## src/rtl/dram_sched_pkg.sv

```systemverilog
// Shared definitions for the DRAM bank scheduler.
//   cmd_e   : 3-bit DRAM command encoding driven on the cmd port
//   state_e : scheduler FSM state encoding
package dram_sched_pkg;

   typedef enum logic [2:0] {
      CMD_NOP  = 3'd0,
      CMD_ACT  = 3'd1,
      CMD_RD   = 3'd2,
      CMD_WR   = 3'd3,
      CMD_PRE  = 3'd4,
      CMD_PREA = 3'd5,
      CMD_REF  = 3'd6
   } cmd_e;

   typedef enum logic [3:0] {
      ST_IDLE          = 4'd0,
      ST_PRE           = 4'd1,
      ST_PRE_WAIT      = 4'd2,
      ST_ACT           = 4'd3,
      ST_ACT_WAIT      = 4'd4,
      ST_BURST         = 4'd5,
      ST_REF_PREA      = 4'd6,
      ST_REF_PREA_WAIT = 4'd7,
      ST_REF           = 4'd8,
      ST_REF_WAIT      = 4'd9
   } state_e;

endpackage

```

## src/rtl/dram_bank_tracker.sv

```systemverilog
// Per-bank open-page state: one open flag and one open-row register per bank.
//   clk, rst_b             : clock / async active-low reset
//   i_set, i_clr, i_bank,
//   i_row                  : open (set) or close (clr) a single bank
//   i_clr_all              : close every bank (precharge-all)
//   i_lk_bank, i_lk_row    : combinational lookup address
//   o_open, o_hit          : looked-up bank is open / open on i_lk_row
//   o_any_open             : at least one bank is open
module dram_bank_tracker #(
   parameter int  NUM_OF_BANKS = 8,
   parameter int  NUM_OF_ROWS  = 128,
   localparam int BW           = $clog2(NUM_OF_BANKS),
   localparam int RW           = $clog2(NUM_OF_ROWS)
) (
   input  logic          clk,
   input  logic          rst_b,
   input  logic          i_set,
   input  logic          i_clr,
   input  logic          i_clr_all,
   input  logic [BW-1:0] i_bank,
   input  logic [RW-1:0] i_row,
   input  logic [BW-1:0] i_lk_bank,
   input  logic [RW-1:0] i_lk_row,
   output logic          o_open,
   output logic          o_hit,
   output logic          o_any_open
);

   logic [NUM_OF_BANKS-1:0]         r_open;
   logic [NUM_OF_BANKS-1:0][RW-1:0] r_row;

   always_ff @(posedge clk or negedge rst_b) begin
      if (!rst_b) begin
         r_open <= '0;
         r_row  <= '0;
      end else begin
         if (i_clr_all)  r_open         <= '0;
         else if (i_clr) r_open[i_bank] <= 1'b0;
         else if (i_set) r_open[i_bank] <= 1'b1;
         if (i_set) r_row[i_bank] <= i_row;
      end
   end

   assign o_open     = r_open[i_lk_bank];
   assign o_hit      = o_open && (r_row[i_lk_bank] == i_lk_row);
   assign o_any_open = |r_open;

endmodule

```

## src/rtl/dram_bank_scheduler.sv

```systemverilog
// Open-page DRAM command scheduler between the L2 request path and the DRAM
// command interface. Requests are taken on a valid/ready port and turned into
// PRE/ACT/RD/WR sequences; a periodic refresh is serviced with PREA + REF.
//   clk, rst_b                         : clock / async active-low reset
//   req_valid/req_ready                : request handshake
//   req_rw, req_bank, req_row, req_col : request (1 = write), start column
//   cmd_req/cmd_ack                    : command handshake, done on req&&ack
//   cmd, cmd_bank, cmd_row, cmd_col    : command and its address fields
//   busy                               : FSM not idle
//   refresh_pending                    : refresh owed but not yet issued
module dram_bank_scheduler
   import dram_sched_pkg::*;
#(
   parameter int  NUM_OF_BANKS     = 8,
   parameter int  NUM_OF_ROWS      = 128,
   parameter int  NUM_OF_COLS      = 8,
   parameter int  BURST_LEN        = 4,
   parameter int  T_RP             = 2,
   parameter int  T_RCD            = 3,
   parameter int  T_RFC            = 8,
   parameter int  REFRESH_INTERVAL = 1024,
   localparam int BW               = $clog2(NUM_OF_BANKS),
   localparam int RW               = $clog2(NUM_OF_ROWS),
   localparam int CW               = $clog2(NUM_OF_COLS)
) (
   input  logic          clk,
   input  logic          rst_b,
   input  logic          req_valid,
   output logic          req_ready,
   input  logic          req_rw,
   input  logic [BW-1:0] req_bank,
   input  logic [RW-1:0] req_row,
   input  logic [CW-1:0] req_col,
   output logic          cmd_req,
   input  logic          cmd_ack,
   output logic [2:0]    cmd,
   output logic [BW-1:0] cmd_bank,
   output logic [RW-1:0] cmd_row,
   output logic [CW-1:0] cmd_col,
   output logic          busy,
   output logic          refresh_pending
);

   localparam int TMAX0 = (T_RP > T_RCD) ? T_RP : T_RCD;
   localparam int TMAX  = (TMAX0 > T_RFC) ? TMAX0 : T_RFC;
   localparam int WW    = $clog2(TMAX + 1);
   localparam int BTW   = (BURST_LEN > 1) ? $clog2(BURST_LEN) : 1;
   localparam int RCW   = $clog2(REFRESH_INTERVAL);

   state_e          r_state, w_state_nxt;
   logic            r_rdy_en;
   logic            r_rw;
   logic [BW-1:0]   r_bank;
   logic [RW-1:0]   r_row;
   logic [CW-1:0]   r_col;
   logic [BTW-1:0]  r_beat, w_beat_nxt;
   logic [WW-1:0]   r_wait, w_wait_nxt;
   logic [RCW-1:0]  r_rcnt;
   logic            r_rpend;

   logic            w_req_ready, w_cap, w_set, w_clr, w_clr_all, w_ref_done;
   logic            w_open, w_hit, w_any_open, w_expire;
   cmd_e            w_cmd;
   logic            w_cmd_req;
   logic [BW-1:0]   w_cmd_bank;
   logic [RW-1:0]   w_cmd_row;
   logic [CW-1:0]   w_cmd_col;

   // Lookup uses the live request so the hit/miss/closed decision is made in
   // the same cycle the request is accepted; updates use the captured address.
   dram_bank_tracker #(
      .NUM_OF_BANKS (NUM_OF_BANKS),
      .NUM_OF_ROWS  (NUM_OF_ROWS)
   ) u_tracker (
      .clk        (clk),
      .rst_b      (rst_b),
      .i_set      (w_set),
      .i_clr      (w_clr),
      .i_clr_all  (w_clr_all),
      .i_bank     (r_bank),
      .i_row      (r_row),
      .i_lk_bank  (req_bank),
      .i_lk_row   (req_row),
      .o_open     (w_open),
      .o_hit      (w_hit),
      .o_any_open (w_any_open)
   );

   // r_rdy_en keeps req_ready low until the first edge after reset release.
   assign w_req_ready = r_rdy_en && (r_state == ST_IDLE) && !r_rpend;
   assign w_expire    = (r_rcnt == RCW'(REFRESH_INTERVAL - 1));

   always_comb begin
      w_state_nxt = r_state;
      w_wait_nxt  = r_wait;
      w_beat_nxt  = r_beat;
      w_cap       = 1'b0;
      w_set       = 1'b0;
      w_clr       = 1'b0;
      w_clr_all   = 1'b0;
      w_ref_done  = 1'b0;
      w_cmd       = CMD_NOP;
      w_cmd_req   = 1'b0;
      w_cmd_bank  = '0;
      w_cmd_row   = '0;
      w_cmd_col   = '0;
      case (r_state)
         ST_IDLE: begin
            if (r_rpend) begin
               w_state_nxt = w_any_open ? ST_REF_PREA : ST_REF;
            end else if (req_valid && w_req_ready) begin
               w_cap      = 1'b1;
               w_beat_nxt = '0;
               if (w_hit)       w_state_nxt = ST_BURST;
               else if (w_open) w_state_nxt = ST_PRE;
               else             w_state_nxt = ST_ACT;
            end
         end
         ST_PRE: begin
            w_cmd_req  = 1'b1;
            w_cmd      = CMD_PRE;
            w_cmd_bank = r_bank;
            if (cmd_ack) begin
               w_clr       = 1'b1;
               w_wait_nxt  = WW'(T_RP);
               w_state_nxt = ST_PRE_WAIT;
            end
         end
         ST_PRE_WAIT: begin
            w_wait_nxt = r_wait - WW'(1);
            if (r_wait == WW'(1)) w_state_nxt = ST_ACT;
         end
         ST_ACT: begin
            w_cmd_req  = 1'b1;
            w_cmd      = CMD_ACT;
            w_cmd_bank = r_bank;
            w_cmd_row  = r_row;
            if (cmd_ack) begin
               w_set       = 1'b1;
               w_wait_nxt  = WW'(T_RCD);
               w_state_nxt = ST_ACT_WAIT;
            end
         end
         ST_ACT_WAIT: begin
            w_wait_nxt = r_wait - WW'(1);
            if (r_wait == WW'(1)) w_state_nxt = ST_BURST;
         end
         ST_BURST: begin
            w_cmd_req  = 1'b1;
            w_cmd      = r_rw ? CMD_WR : CMD_RD;
            w_cmd_bank = r_bank;
            // Column wraps inside the row through CW-bit truncation.
            w_cmd_col  = r_col + CW'(r_beat);
            if (cmd_ack) begin
               if (r_beat == BTW'(BURST_LEN - 1)) begin
                  w_beat_nxt  = '0;
                  w_state_nxt = ST_IDLE;
               end else begin
                  w_beat_nxt = r_beat + BTW'(1);
               end
            end
         end
         ST_REF_PREA: begin
            w_cmd_req = 1'b1;
            w_cmd     = CMD_PREA;
            if (cmd_ack) begin
               w_clr_all   = 1'b1;
               w_wait_nxt  = WW'(T_RP);
               w_state_nxt = ST_REF_PREA_WAIT;
            end
         end
         ST_REF_PREA_WAIT: begin
            w_wait_nxt = r_wait - WW'(1);
            if (r_wait == WW'(1)) w_state_nxt = ST_REF;
         end
         ST_REF: begin
            w_cmd_req = 1'b1;
            w_cmd     = CMD_REF;
            if (cmd_ack) begin
               w_ref_done  = 1'b1;
               w_wait_nxt  = WW'(T_RFC);
               w_state_nxt = ST_REF_WAIT;
            end
         end
         ST_REF_WAIT: begin
            w_wait_nxt = r_wait - WW'(1);
            if (r_wait == WW'(1)) w_state_nxt = ST_IDLE;
         end
         default: w_state_nxt = ST_IDLE;
      endcase
   end

   always_ff @(posedge clk or negedge rst_b) begin
      if (!rst_b) begin
         r_state  <= ST_IDLE;
         r_rdy_en <= 1'b0;
         r_rw     <= 1'b0;
         r_bank   <= '0;
         r_row    <= '0;
         r_col    <= '0;
         r_beat   <= '0;
         r_wait   <= '0;
      end else begin
         r_state  <= w_state_nxt;
         r_rdy_en <= 1'b1;
         r_beat   <= w_beat_nxt;
         r_wait   <= w_wait_nxt;
         if (w_cap) begin
            r_rw   <= req_rw;
            r_bank <= req_bank;
            r_row  <= req_row;
            r_col  <= req_col;
         end
      end
   end

   // Free-running refresh timer; an expiry while already pending is absorbed.
   // An expiry coinciding with REF completion re-arms the flag.
   always_ff @(posedge clk or negedge rst_b) begin
      if (!rst_b) begin
         r_rcnt  <= '0;
         r_rpend <= 1'b0;
      end else begin
         r_rcnt <= w_expire ? '0 : r_rcnt + RCW'(1);
         if (w_expire)        r_rpend <= 1'b1;
         else if (w_ref_done) r_rpend <= 1'b0;
      end
   end

   assign req_ready       = w_req_ready;
   assign cmd_req         = w_cmd_req;
   assign cmd             = w_cmd;
   assign cmd_bank        = w_cmd_bank;
   assign cmd_row         = w_cmd_row;
   assign cmd_col         = w_cmd_col;
   assign busy            = (r_state != ST_IDLE);
   assign refresh_pending = r_rpend;

endmodule

```

## config.mk

```make
export PLATFORM = sky130hd
export DESIGN_NAME = dram_bank_scheduler
export DESIGN_NICKNAME = d
export VERILOG_FILES = /design/src/rtl/dram_sched_pkg.sv /design/src/rtl/dram_bank_tracker.sv /design/src/rtl/dram_bank_scheduler.sv
export SDC_FILE = /design/constraint.sdc
export NUM_CORES = 1
export LEC_CHECK = 0
export CAP_MARGIN = 5
export CORE_ASPECT_RATIO = 0.8
export CORE_MARGIN = 5
export CORE_UTILIZATION = 55
export CTS_BUF_LIST = sky130_fd_sc_hd__clkbuf_8
export DETAILED_ROUTE_END_ITERATION = 16
export HOLD_SLACK_MARGIN = 0.05
export MAX_ROUTING_LAYER = met4
export PLACE_DENSITY_LB_ADDON = 0.15
export REMOVE_ABC_BUFFERS = 1
export SYNTH_ARGS = -nofsm -noshare
export SYNTH_HDL_FRONTEND = slang
export SYNTH_HIERARCHICAL = 1
export SYNTH_SLANG_ARGS = --single-unit
export TNS_END_PERCENT = 5
```

## constraint.sdc

```tcl
create_clock -name clk -period 2.45 [get_ports clk]
set_input_delay 0.245 -clock clk [delete_from_list [all_inputs] [get_ports clk]]
set_output_delay 0.245 -clock clk [all_outputs]
set_load 0.02 [all_outputs]
```

Clock network drawn from the DEF:
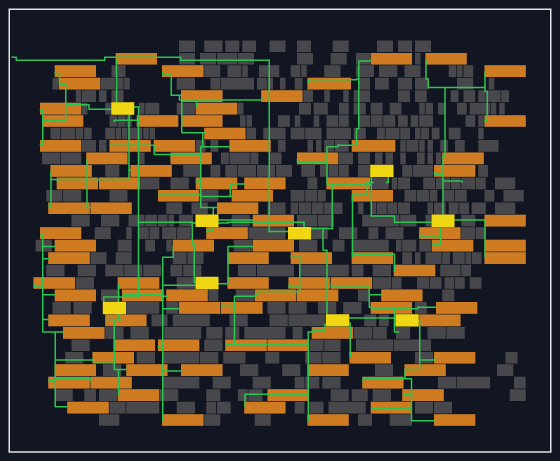
[clock wires] green | length: 1150 µm
[flip-flops] orange | count: 100
[clock-net drivers] yellow | count: 9
flops lie	all over the die
routed clock nets	10

Cells colored by class:
The bar under the picture is 20 µm long. Fill, decap, tap and diode cells in gray.
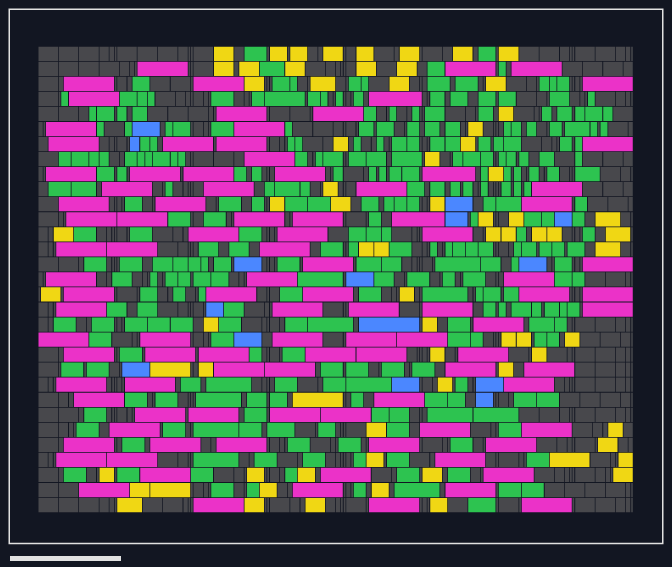
class	color	cells
remaining logic cells	green	299
remaining buffers and delay cells	yellow	72
registers	magenta	100
clock drivers and dummy loads	blue	15

Signal wires on met2:
The bar under the picture is 20 µm long.
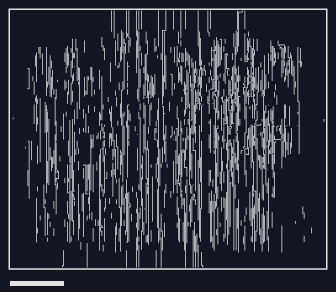
longest straight run	48.8 µm
share of all routed wire	47%
wire length on this layer	5470 µm

Placement view:
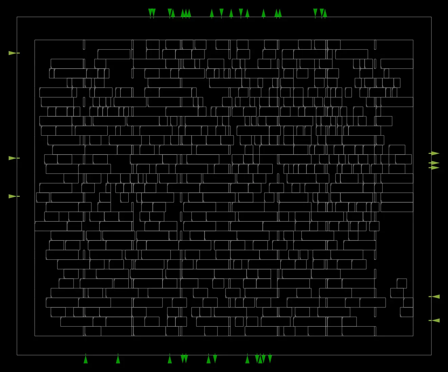
Rows: 31
tap cells: 115
placeable core area: 0.00908 mm²
Seq cells: 100
sequential portion of the cell area: 0.413

Floorplan with the power grid:
Pins as bars on the die edge. Tap cells in gray.
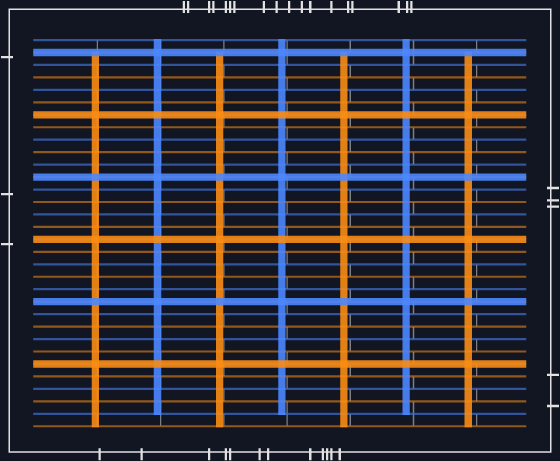
net	color
VSS	orange
VDD	blue
rows	31
met5 straps	6
met1 rails	32

==> results.py <==
# Synthesis and PnR figures
metrics = {
    "status": {
        "run_status": "complete, but fails checks",
        "violations": "setup timing",
    },
    "synthesis": {
        "synth_flops": 100,
        "synth.distinct_cells": 61,
        "synth_warnings": 6,
        "ys_cells": 422,
        "area_leaders": "dfrtp_1 49%, mux2_2 10%, mux2_1 5.5%, mux4_2 5.3%, mux2i_1 2.7%",
        "ys_area_mm2": 0.00512,
        "ys_async_sr_fraction": 1.00,
        "synth.cell_area_mm2": 0.00512,
        "enable_flop_cells": 0,
    },
    "setup_path": {
        "cp.required_ns": 2.76,
        "path_max_fanout": 2,
        "critPathSlowestCell": "mux4_2",
        "arrival_ns": 2.80,
    },
    "layout": {
        "final_area_mm2": 0.00606,
        "instances_no_fill": 601,
        "drive_gt1_frac": 0.255,
    },
    "timing": {
        "setup_slack_ns": -0.0420,
        "setup_viol": 3,
        "rsz0062_at_grt": "true",
        "max_slew_margin": 0.647,
        "timing.fmax_mhz": 401,
        "skew_ns": 0.00892,
    },
    "flow_run": {
        "maxCapViolCount": 0,
    },
    "clocking": {
        "cts_tree": "built",
        "htreeDepth": 3,
        "cts.sinks": 100,
    },
    "detailed_routing": {
        "highest_layer": "met4",
        "vias": 3571,
        "drtIter0Drc": 279,
        "wl_met3_um": 542,
    },
    "grt": {
        "grt_pass1_vias": 3627,
        "grt_pass1_wl_um": 19100,
        "grt-ovfl-total": 0,
        "gr-usage-all-layers": 0.221,
    },
}
worst reg2reg max path: stages (launching register included):
cell and delay, ns:
dfrtp_1 0.40, mux4_2 0.50, mux2i_2 0.20, xor2_1 0.20
nand4_1 0.15, nor4_2 0.33, mux2i_1 0.12, nor4_1 0.26
and3_1 0.19, a211o_1 0.09
state kept, by name, indices dropped and copies added (netlist names):
name              count
r_rcnt               10
r_beat                2
refresh_pending       1
u_tracker/r_open      8
r_col                 3
r_bank                3
u_tracker/r_row      56
r_rdy_en              1
r_row                 7
r_wait                4
r_rw                  1
r_state               4
per-layer routing:
metal  track usage  up-vias
met5             -        -
met4        0.0497        0
met3        0.0464        9
met2         0.339       79
met1         0.308     1826
li1              -     1657
power by group:
group          internal, W  total (W)  switching [W]  leakage (nW)
Clock             0.000482    0.00107       0.000592         0.102
Sequential         0.00225    0.00285       0.000599          1.31
Combinational      0.00133    0.00248        0.00116          1.50
cell families after synthesis:
| logic type | count (synthesis) | synth area share |
|---|---|---|
| simple gates | 121 | 0.133 |
| flops | 100 | 0.489 |
| mux | 98 | 0.239 |
| compound gates | 48 | 0.0662 |
| buf+inv | 31 | 0.0274 |
| xor+xnor | 17 | 0.0291 |
| fa+ha+maj | 6 | 0.0161 |
| other cells | 1 | 0.000732 |
layout make-up:
type,count,area (µm²)
fillers,724,3010
clock buffers,9,124
inverters,8,30.0
multi-input cells,291,2500
clock inverters,6,72.6
repair buffers,72,689
flip-flops and latches,100,2510
well taps,115,144
synth_stat cells, drive strengths merged (5+ instances only):
cell and n:
a31oi 5, nor3 7, buf 12, clkbuf 11
ha 5, xnor2 6, nor4 5, nand2 19
mux2i 14, nor3b 5, mux4 12, and3 7
o21ai 11, mux2 72, inv 8, nor2 24
and2 15, a211oi 5, nor2b 11, xor2 11
dfrtp 100, nand3 10
timing repair:
item,in CTS,in global routing
pin swaps,1,6
cloned,0,1
setup endpoints to repair,18,14
gates resized,13,9
hold buffers,1,0
hold endpoints to repair,37,0
setup buffers,0,2
cells in the final DEF (no fill, tap or decap), types with 5 or more instances in the layout:
master and n:
mux2_2 46, and3_1 7, a31oi_1 5, ha_1 5
nor2_1 24, xor2_1 11, buf_4 31, dlymetal6s2s_1 5
mux2_1 25, nor2b_1 10, mux4_2 12, xnor2_1 6
dfrtp_1 97, o21ai_0 11, and2_1 14, clkbuf_8 9
nand3_1 10, mux2i_1 12, inv_1 8, dlygate4sd2_1 9
nor3_1 5, nand2_1 19, clkdlybuf4s50_1 22
through the flow:
stage	hold WS (ns)	setup WS [ns]	util
floorplan	-0.0506	0.129	-
global placement	0.259	-0.413	0.638
detailed placement	0.262	-0.486	0.638
CTS	0.391	-0.0386	0.661
global route	0.451	-0.166	0.668
finish	0.391	-0.0420	0.668
worst paths after layout:
check	end	slack, ns	depth (start not counted)
max	r_state[2]	-0.04	9
min	u_tracker/r_row[40]	0.39	2
max reg2reg	r_state[2]	-0.04	9
min reg2reg	r_rcnt[9]	0.49	1
max in group asynchronous	r_rcnt[8]	1.40	3
min in group clk	r_rw	0.48	2
No activity file was given, so power comes from the tool's default toggle rates.
